File: src/rtl/clk_gate_ctrl.sv
// Idle-detection clock-gating controller driving the gate-cell wrapper enable.
// Optional gated-cycle statistics counter enabled by defining CLK_GATE_CTRL_STATS_EN.
module clk_gate_ctrl #(
  parameter int IDLE_CNT_W   = 8,
  parameter int WAKE_LATENCY = 2,
  parameter int STATS_W      = 32
) (
  input  logic                  clk_i,
  input  logic                  rst_ni,
  input  logic                  cfg_en_i,
  input  logic [IDLE_CNT_W-1:0] idle_thresh_i,
  input  logic                  busy_i,
  input  logic                  wake_i,
  input  logic                  req_valid_i,
  output logic                  req_ready_o,
  input  logic                  ready_i,
  output logic                  clk_en_o,
  output logic                  gated_o,
  output logic [STATS_W-1:0]    gated_cycles_o
);

  typedef enum logic [1:0] {
    ST_RUN   = 2'b00,
    ST_COUNT = 2'b01,
    ST_GATED = 2'b10,
    ST_WAKE  = 2'b11
  } state_t;

  localparam logic [3:0] WAKE_LAT_C = 4'(WAKE_LATENCY);

  state_t                  state_r, state_nxt_s;
  logic [IDLE_CNT_W-1:0]   idle_cnt_r, idle_cnt_nxt_s;
  logic [3:0]              wake_cnt_r, wake_cnt_nxt_s;
  logic [IDLE_CNT_W-1:0]   thr_s;
  logic                    act_s;
  logic                    clk_en_r, gated_r;

  assign act_s = busy_i | req_valid_i | wake_i;

  // A zero threshold behaves as a threshold of one.
  always_comb begin
    thr_s = idle_thresh_i;
    if (idle_thresh_i == {IDLE_CNT_W{1'b0}}) begin
      thr_s = IDLE_CNT_W'(1'b1);
    end else begin
      thr_s = idle_thresh_i;
    end
  end

  // Next-state and counter update logic.
  always_comb begin
    state_nxt_s    = state_r;
    idle_cnt_nxt_s = idle_cnt_r;
    wake_cnt_nxt_s = wake_cnt_r;
    case (state_r)
      ST_RUN: begin
        if (cfg_en_i && !act_s) begin
          state_nxt_s    = ST_COUNT;
          idle_cnt_nxt_s = IDLE_CNT_W'(1'b1);
        end else begin
          idle_cnt_nxt_s = {IDLE_CNT_W{1'b0}};
        end
      end
      ST_COUNT: begin
        // Activity wins over reaching the threshold on the same cycle.
        if (act_s || !cfg_en_i) begin
          state_nxt_s    = ST_RUN;
          idle_cnt_nxt_s = {IDLE_CNT_W{1'b0}};
        end else if (idle_cnt_r >= thr_s) begin
          state_nxt_s    = ST_GATED;
        end else begin
          idle_cnt_nxt_s = idle_cnt_r + IDLE_CNT_W'(1'b1);
        end
      end
      ST_GATED: begin
        if (act_s || !cfg_en_i) begin
          state_nxt_s    = ST_WAKE;
          idle_cnt_nxt_s = {IDLE_CNT_W{1'b0}};
          wake_cnt_nxt_s = 4'd1;
        end else begin
          state_nxt_s    = ST_GATED;
        end
      end
      ST_WAKE: begin
        if (wake_cnt_r >= WAKE_LAT_C) begin
          state_nxt_s    = ST_RUN;
          wake_cnt_nxt_s = 4'd0;
        end else begin
          wake_cnt_nxt_s = wake_cnt_r + 4'd1;
        end
      end
      default: begin
        state_nxt_s    = ST_RUN;
        idle_cnt_nxt_s = {IDLE_CNT_W{1'b0}};
        wake_cnt_nxt_s = 4'd0;
      end
    endcase
  end

  // State, counters and registered enable; enable depends only on next state.
  always_ff @(posedge clk_i or negedge rst_ni) begin
    if (!rst_ni) begin
      state_r    <= ST_RUN;
      idle_cnt_r <= {IDLE_CNT_W{1'b0}};
      wake_cnt_r <= 4'd0;
      clk_en_r   <= 1'b1;
      gated_r    <= 1'b0;
    end else begin
      state_r    <= state_nxt_s;
      idle_cnt_r <= idle_cnt_nxt_s;
      wake_cnt_r <= wake_cnt_nxt_s;
      clk_en_r   <= (state_nxt_s != ST_GATED);
      gated_r    <= (state_nxt_s == ST_GATED);
    end
  end

  assign clk_en_o    = clk_en_r;
  assign gated_o     = gated_r;
  assign req_ready_o = ready_i & ((state_r == ST_RUN) | (state_r == ST_COUNT));

`ifdef CLK_GATE_CTRL_STATS_EN
  logic [STATS_W-1:0] gated_cycles_r;

  // Saturating count of cycles spent gated.
  always_ff @(posedge clk_i or negedge rst_ni) begin
    if (!rst_ni) begin
      gated_cycles_r <= {STATS_W{1'b0}};
    end else if ((state_r == ST_GATED) && (gated_cycles_r != {STATS_W{1'b1}})) begin
      gated_cycles_r <= gated_cycles_r + STATS_W'(1'b1);
    end else begin
      gated_cycles_r <= gated_cycles_r;
    end
  end

  assign gated_cycles_o = gated_cycles_r;
`else
  assign gated_cycles_o = {STATS_W{1'b0}};
`endif

endmodule
File: config.mk
export PLATFORM = sky130hd
export DESIGN_NAME = clk_gate_ctrl
export DESIGN_NICKNAME = d
export VERILOG_FILES = /design/src/rtl/clk_gate_ctrl.sv
export SDC_FILE = /design/constraint.sdc
export NUM_CORES = 1
export LEC_CHECK = 0
export ABC_AREA = 1
export CORE_ASPECT_RATIO = 0.7
export CORE_MARGIN = 2
export CORE_UTILIZATION = 45
export CTS_CLUSTER_DIAMETER = 150
export CTS_CLUSTER_SIZE = 24
export DETAILED_ROUTE_END_ITERATION = 10
export HOLD_SLACK_MARGIN = 0.1
export PLACE_DENSITY = 0.89
export SETUP_SLACK_MARGIN = 0.4
export SKIP_CTS_REPAIR_TIMING = 1
export SYNTH_ARGS = -nofsm -noshare
export SYNTH_HDL_FRONTEND = slang
export SYNTH_SLANG_ARGS = --single-unit
File: constraint.sdc
create_clock -name clk_i -period 2.1 [get_ports clk_i]
set_input_delay 0.525 -clock clk_i [delete_from_list [all_inputs] [get_ports clk_i]]
set_output_delay 0.525 -clock clk_i [all_outputs]
set_load 0.01 [all_outputs]
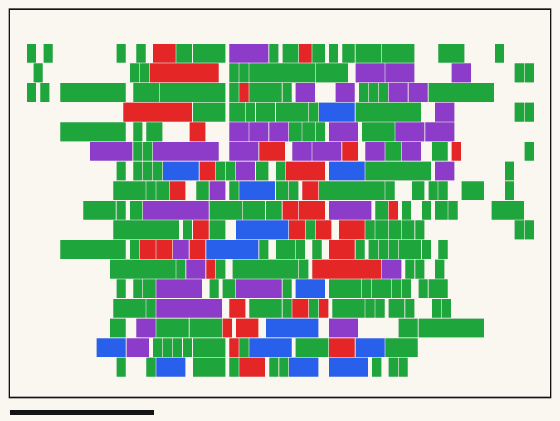
run_1/sizing.png
The bar under the picture is 20 microns long.
legend:
  purple:
    size: x3 and x4
    cells: 36
    most_used: buf_4
  blue:
    size: x6 and larger
    cells: 14
    most_used: buf_6
  green:
    size: x1 and smaller
    cells: 172
    most_used: nand2_1
  red:
    size: x2
    cells: 34
    most_used: nand2_2
Final Cell Area: 2150 sq um
Final WS setup: 159 ps

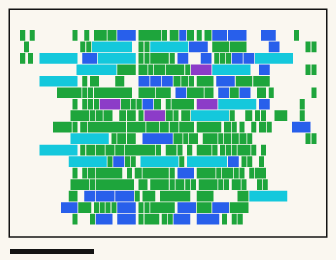
run_1/class_map.png
The bar under the picture is 20 microns long.
legend:
  purple:
    class: clock drivers and dummy loads
    cells: 4
    share_of_their_area: 2.6%
  cyan:
    class: registers
    cells: 16
    share_of_their_area: 19%
  blue:
    class: remaining buffers and delay cells
    cells: 38
    share_of_their_area: 18%
  green:
    class: remaining logic cells
    cells: 198
    share_of_their_area: 60%
core area: 3250 sq um
Placement Rows: 17
Core Util, Final: 0.662
register share of the cell area: 0.188

==> results.ini, run 1 <==
[run_status]
status = completed

[power_and_ir_drop]
seqPwrFrac = 0.220
p_switching_uw = 907
p_leak_nw = 1.19
p_comb_frac = 0.631

[worst_setup_path]
cp_top_family = simple AND/OR/NAND/NOR gates
critPathSlowestCell = a31o_2
r2r_setup_slack_ps = 230
cp.arrival_ps = 2080
crit_path_end_kind = register
path_max_fanout = 8

[timing]
finalSetupViolCount = 0
finClkSkew_ps = 3.92
whs_ps = 565

[synth]
top_cell = nand2_1
ys_top_cells_by_count = nand2_1 (44), buf_4 (32), inv_1 (30)
compound_area_frac = 0.0696
mux_area_frac = 0.00949
yosysCellCount = 215
top_logic_kind = simple AND/OR/NAND/NOR gates
synth_cells = 215
async_flop_share = 1.00
largest_area_cell = dfrtp_1
synth_area_sq_um = 1580
yosys.stat.seqShare = 0.254
ys.flop_type = dfrtp_1
synth_top_area_share = 0.237

[routing]
drt_iter0_drc = 196
num_vias = 1637
drc = 0
wl_met1_microns = 1970
dr_wl_met2_microns = 2290

[placement]
placed_cells = 283
dpl.hpwl_microns = 2660
post-place-ws_ps = -507

[clock_tree]
cts_max_level = 1
cts-root-buf = clkbuf_8
path_clk_slew_ps = 70
cts_tree = done

[grt]
gr-usage-met3 = 0.0431
antenna_found_initial = 0

[finish]
nNetsFinal = 287
drive_gt1_frac = 0.328

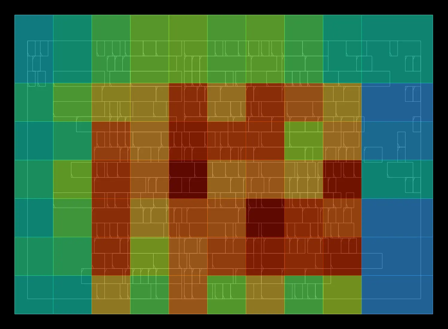
run_1/congestion_map.png
Global Route met2 Usage: 0.311
GRT Max-Usage Layer: met2
GR Util met1: 0.248
wire length per cell: 16.4 microns

## run 1: cells in the final DEF (no fill, tap or decap), types with 3 or more instances in the layout
| cell | instances |
|---|---|
| clkdlybuf4s50_1 | 3 |
| inv_2 | 7 |
| dlymetal6s2s_1 | 10 |
| nand2_2 | 11 |
| nand2_1 | 34 |
| nand2_4 | 4 |
| nand3_1 | 11 |
| buf_6 | 5 |
| nor2_1 | 14 |
| conb_1 | 32 |
| dfrtp_1 | 13 |
| a21oi_1 | 5 |
| nand4_1 | 5 |
| nor2_4 | 4 |
| inv_1 | 20 |
| clkbuf_8 | 4 |
| nand3_2 | 5 |
| buf_4 | 17 |
| ha_1 | 11 |
| nor2_2 | 3 |
| ha_4 | 3 |
## run 1: power groups by stage
stage / clock [mW] / sequential [mW] / combinational (mW)
after detailed placement: 0 / 0.410 / 0.849
after global placement: 0 / 0.409 / 0.823
final: 0.285 / 0.423 / 1.21
after CTS: 0.278 / 0.405 / 0.874
after floorplan: 0 / 0.422 / 0.628
after global routing: 0.301 / 0.429 / 1.30
## run 1: cell type report
class,count,area [sq um]
Tap cell,47,58.8
Inverter,31,139
Fill cell,236,1100
Multi-Input combinational cell,167,1120
Sequential cell,16,404
Timing Repair Buffer,38,379
Clock buffer,4,55.1
## run 1: worst paths after layout
kind | from | end | depth (start not counted)
max reg2reg | idle_cnt_r[7] | idle_cnt_r[0] | 9
min in group asynchronous | rst_ni | wake_cnt_r[3] | 2
min | wake_cnt_r[2] | wake_cnt_r[2] | 2
max in group asynchronous | rst_ni | clk_en_o | 2
min reg2reg | wake_cnt_r[2] | wake_cnt_r[2] | 2
max | idle_thresh_i[7] | idle_cnt_r[7] | 17
--- run 2 (diff from run 1) ---
--- a/config.mk
+++ b/config.mk
@@ -12,7 +12,6 @@
 export CTS_CLUSTER_DIAMETER = 150
 export CTS_CLUSTER_SIZE = 24
 export DETAILED_ROUTE_END_ITERATION = 10
-export HOLD_SLACK_MARGIN = 0.1
 export PLACE_DENSITY = 0.89
 export SETUP_SLACK_MARGIN = 0.4
 export SKIP_CTS_REPAIR_TIMING = 1
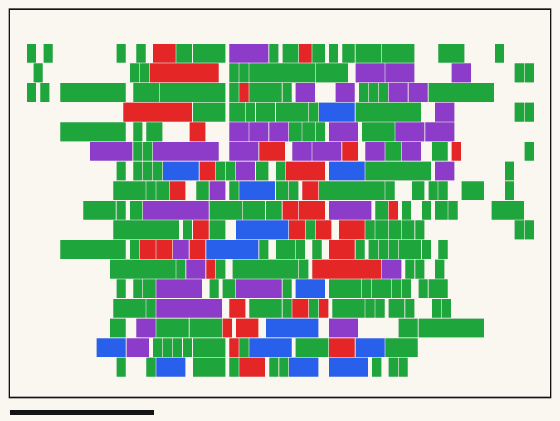
run_2/sizing.png
The bar under the picture is 20 microns long.
legend:
  green:
    size: x1 and smaller
    cells: 172
    most_used: nand2_1
  red:
    size: x2
    cells: 34
    most_used: nand2_2
  blue:
    size: x6 and larger
    cells: 14
    most_used: buf_6
  purple:
    size: x3 and x4
    cells: 36
    most_used: buf_4
area grow syn2layout: 36.2%
Buffers, non-clock: 38

==> run 2 against run 1 <==
Power stayed put. Worst hold slack stayed put. Via count stayed put. Die size stayed put. Flip-flop count stayed put. Critical path depth stayed put. Sequential power hardly changed. Global-route usage stayed put. Wire length stayed put. Clock-buffer cell count stayed put.
==> results.ini, run 2 <==
[worst_setup_path]
r2r_setup_slack_ps = 230  ; about the same
crit_start = idle_thresh_i[7]  ; unchanged
cpMostUsedCell = nand2_1  ; unchanged
crit_buf_inv = 3  ; unchanged
crit_path_end_kind = register  ; unchanged
r2r_end = idle_cnt_r[0]  ; unchanged
cp.arrival_ps = 2080  ; about the same
path_max_fanout = 8  ; unchanged
crit_chain = buf_8 > inv_12 > nand3_4 > nor3_2 > a31o_2 > ha_4 > inv_2 > nand2_2 > nand2_1 > nand2_1 > nand2_1 > nand2_2 > nand3_4 > nand2_8 > nand2_8 > nand2_2 > nand2_1  ; unchanged
cp.depth = 17  ; unchanged
cp_top_family = simple AND/OR/NAND/NOR gates  ; unchanged
rr_worst_depth = 9  ; unchanged
cp-start-kind = primary input  ; unchanged
regToRegStartpoint = idle_cnt_r[7]  ; unchanged
cp_data_required_time_ps = 2240  ; about the same
cp-endpoint = idle_cnt_r[7]  ; unchanged
max_stage_delay_ps = 200  ; about the same
critPathSlowestCell = a31o_2  ; unchanged

[synth]
ys_sh_adder = 0.119  ; unchanged
yosys.stat.seqShare = 0.254  ; unchanged
ys_ff = 16  ; unchanged
synth_cells = 215  ; unchanged
ys_top_cells_by_count = nand2_1 (44), buf_4 (32), inv_1 (30)  ; unchanged
top_logic_kind = simple AND/OR/NAND/NOR gates  ; unchanged
synth.cellmix.simpleShare = 0.297  ; unchanged
yosysCellCount = 215  ; unchanged
async_flop_share = 1.00  ; unchanged
edf_count = 0  ; unchanged
compound_area_frac = 0.0696  ; unchanged
ys.flop_type = dfrtp_1  ; unchanged
synth_area_sq_um = 1580  ; unchanged
xor_area_frac = 0.0166  ; unchanged
top_cell = nand2_1  ; unchanged
mux_area_frac = 0.00949  ; unchanged
synthTopCellsByArea = dfrtp_1 (24%), buf_4 (15%), ha_1 (12%)  ; unchanged
synth_top_area_share = 0.237  ; unchanged
largest_area_cell = dfrtp_1  ; unchanged

[clock_tree]
cts_buffers = 3  ; unchanged
cts_tree = done  ; unchanged
path_clk_slew_ps = 70  ; about the same
cts-root-buf = clkbuf_8  ; unchanged
cts_num_sinks = 16  ; unchanged
cts_max_path_buffers = 2  ; unchanged
cts_max_level = 1  ; unchanged

[power_and_ir_drop]
max-vdd-ir-drop_mv = 0.576  ; unchanged
p_leak_nw = 1.19  ; unchanged

[routing]
drc = 0  ; unchanged
wire_per_inst_microns = 16.4  ; unchanged
drt_iter0_drc = 196  ; unchanged
ant_nets = 0  ; unchanged
num_vias = 1637  ; unchanged
viasPerCell = 5.40  ; unchanged

[grt]
grt-ovfl-total = 0  ; unchanged
track_usage = 0.185  ; unchanged
antenna_found_initial = 0  ; unchanged
grt_max_degree = 17  ; unchanged

[finish]
reg_top3 = idle_cnt_r x8, wake_cnt_r x4, state_r x2  ; unchanged
final_cell_mix = nand2_1 (34), conb_1 (32), inv_1 (20)  ; unchanged
n_antenna_cell = 0  ; unchanged
post-route-util = 0.662  ; unchanged
lay_top_count = nand2_1  ; unchanged
drive_gt1_frac = 0.328  ; unchanged
nNetsFinal = 287  ; unchanged
final_area_sq_um = 2150  ; unchanged

[timing]
hold_viol_final = 0  ; unchanged
whs_ps = 565  ; unchanged
rsz0062_at_grt = true  ; unchanged
setup_ws_ps = 159  ; unchanged
finClkSkew_ps = 3.92  ; unchanged
fin_crit_sh = 0.924  ; unchanged
finalSetupViolCount = 0  ; unchanged
finalMaxSlewViolations = 0  ; unchanged
fmax_mhz = 515  ; unchanged

[die]
core_region_area_sq_um = 3250  ; unchanged
chip_area_sq_um = 4010  ; unchanged
die_h_microns = 53.6  ; unchanged
core.rowCount = 17  ; unchanged
initCoreUtil = 0.486  ; unchanged
die_width_microns = 74.9  ; unchanged

[placement]
portBuffers = 17  ; unchanged
dpl.hpwl_microns = 2660  ; unchanged
gp_congestion = 0.902  ; unchanged
post-place-ws_ps = -507  ; unchanged

[flow_run]
warnings = 32  ; unchanged
drv_cap = 0  ; unchanged

[run_status]
status = completed  ; unchanged

## run 2: layer usage
metal / global-route usage / vias up / wire, microns
met2: 0.311 / 119 / 2290
li1: - / 709 / -
met5: 0 / - / 0
met4: 0.0327 / 0 / 195
met1: 0.248 / 783 / 1970
met3: 0.0431 / 26 / 535
## run 2: per-stage QoR
step	std cells	total power [mW]
2_1_floorplan	246	1.05
3_3_place_gp	283	1.23
3_5_place_dp	283	1.26
4_1_cts	287	1.56
5_1_grt	303	2.03
6_report	303	1.92
## run 2: where the power goes
group	leakage, nW	internal, mW	total (mW)	switching [mW]
logic	0.954	0.475	1.21	0.738
clock network	0.0288	0.167	0.285	0.119
registers	0.207	0.373	0.423	0.0506
## run 2: worst min path at each step
stage               slack [ps]     startpoint  depth (start not counted)       endpoint
floorplan                  230         rst_ni                          0        gated_o
global placement           480  wake_cnt_r[3]                          2  wake_cnt_r[3]
detailed placement         500  wake_cnt_r[3]                          2  wake_cnt_r[3]
CTS                        520  wake_cnt_r[3]                          2  wake_cnt_r[3]
global route               590  wake_cnt_r[2]                          2  wake_cnt_r[2]
finish                     570  wake_cnt_r[2]                          2  wake_cnt_r[2]
## run 2: cells by family (layout without fill, tap and decap cells)
group | Yosys count | after routing
XOR/XNOR | 3 | 3
multiplexers | 1 | 1
flip-flops | 16 | 16
other | 1 | 32
AND-OR/OR-AND | 14 | 14
buffers and inverters | 64 | 73
adder cells (fa/ha/maj) | 15 | 15
AND/OR/NAND/NOR | 101 | 102
## run 2: cell type report
type | count | area, sq um
clock buffers | 4 | 55.1
flip-flops and latches | 16 | 404
repair buffers | 38 | 379
fillers | 236 | 1100
well taps | 47 | 58.8
inverters | 31 | 139
multi-input cells | 167 | 1120
Power is estimated from default activity; no workload was simulated.
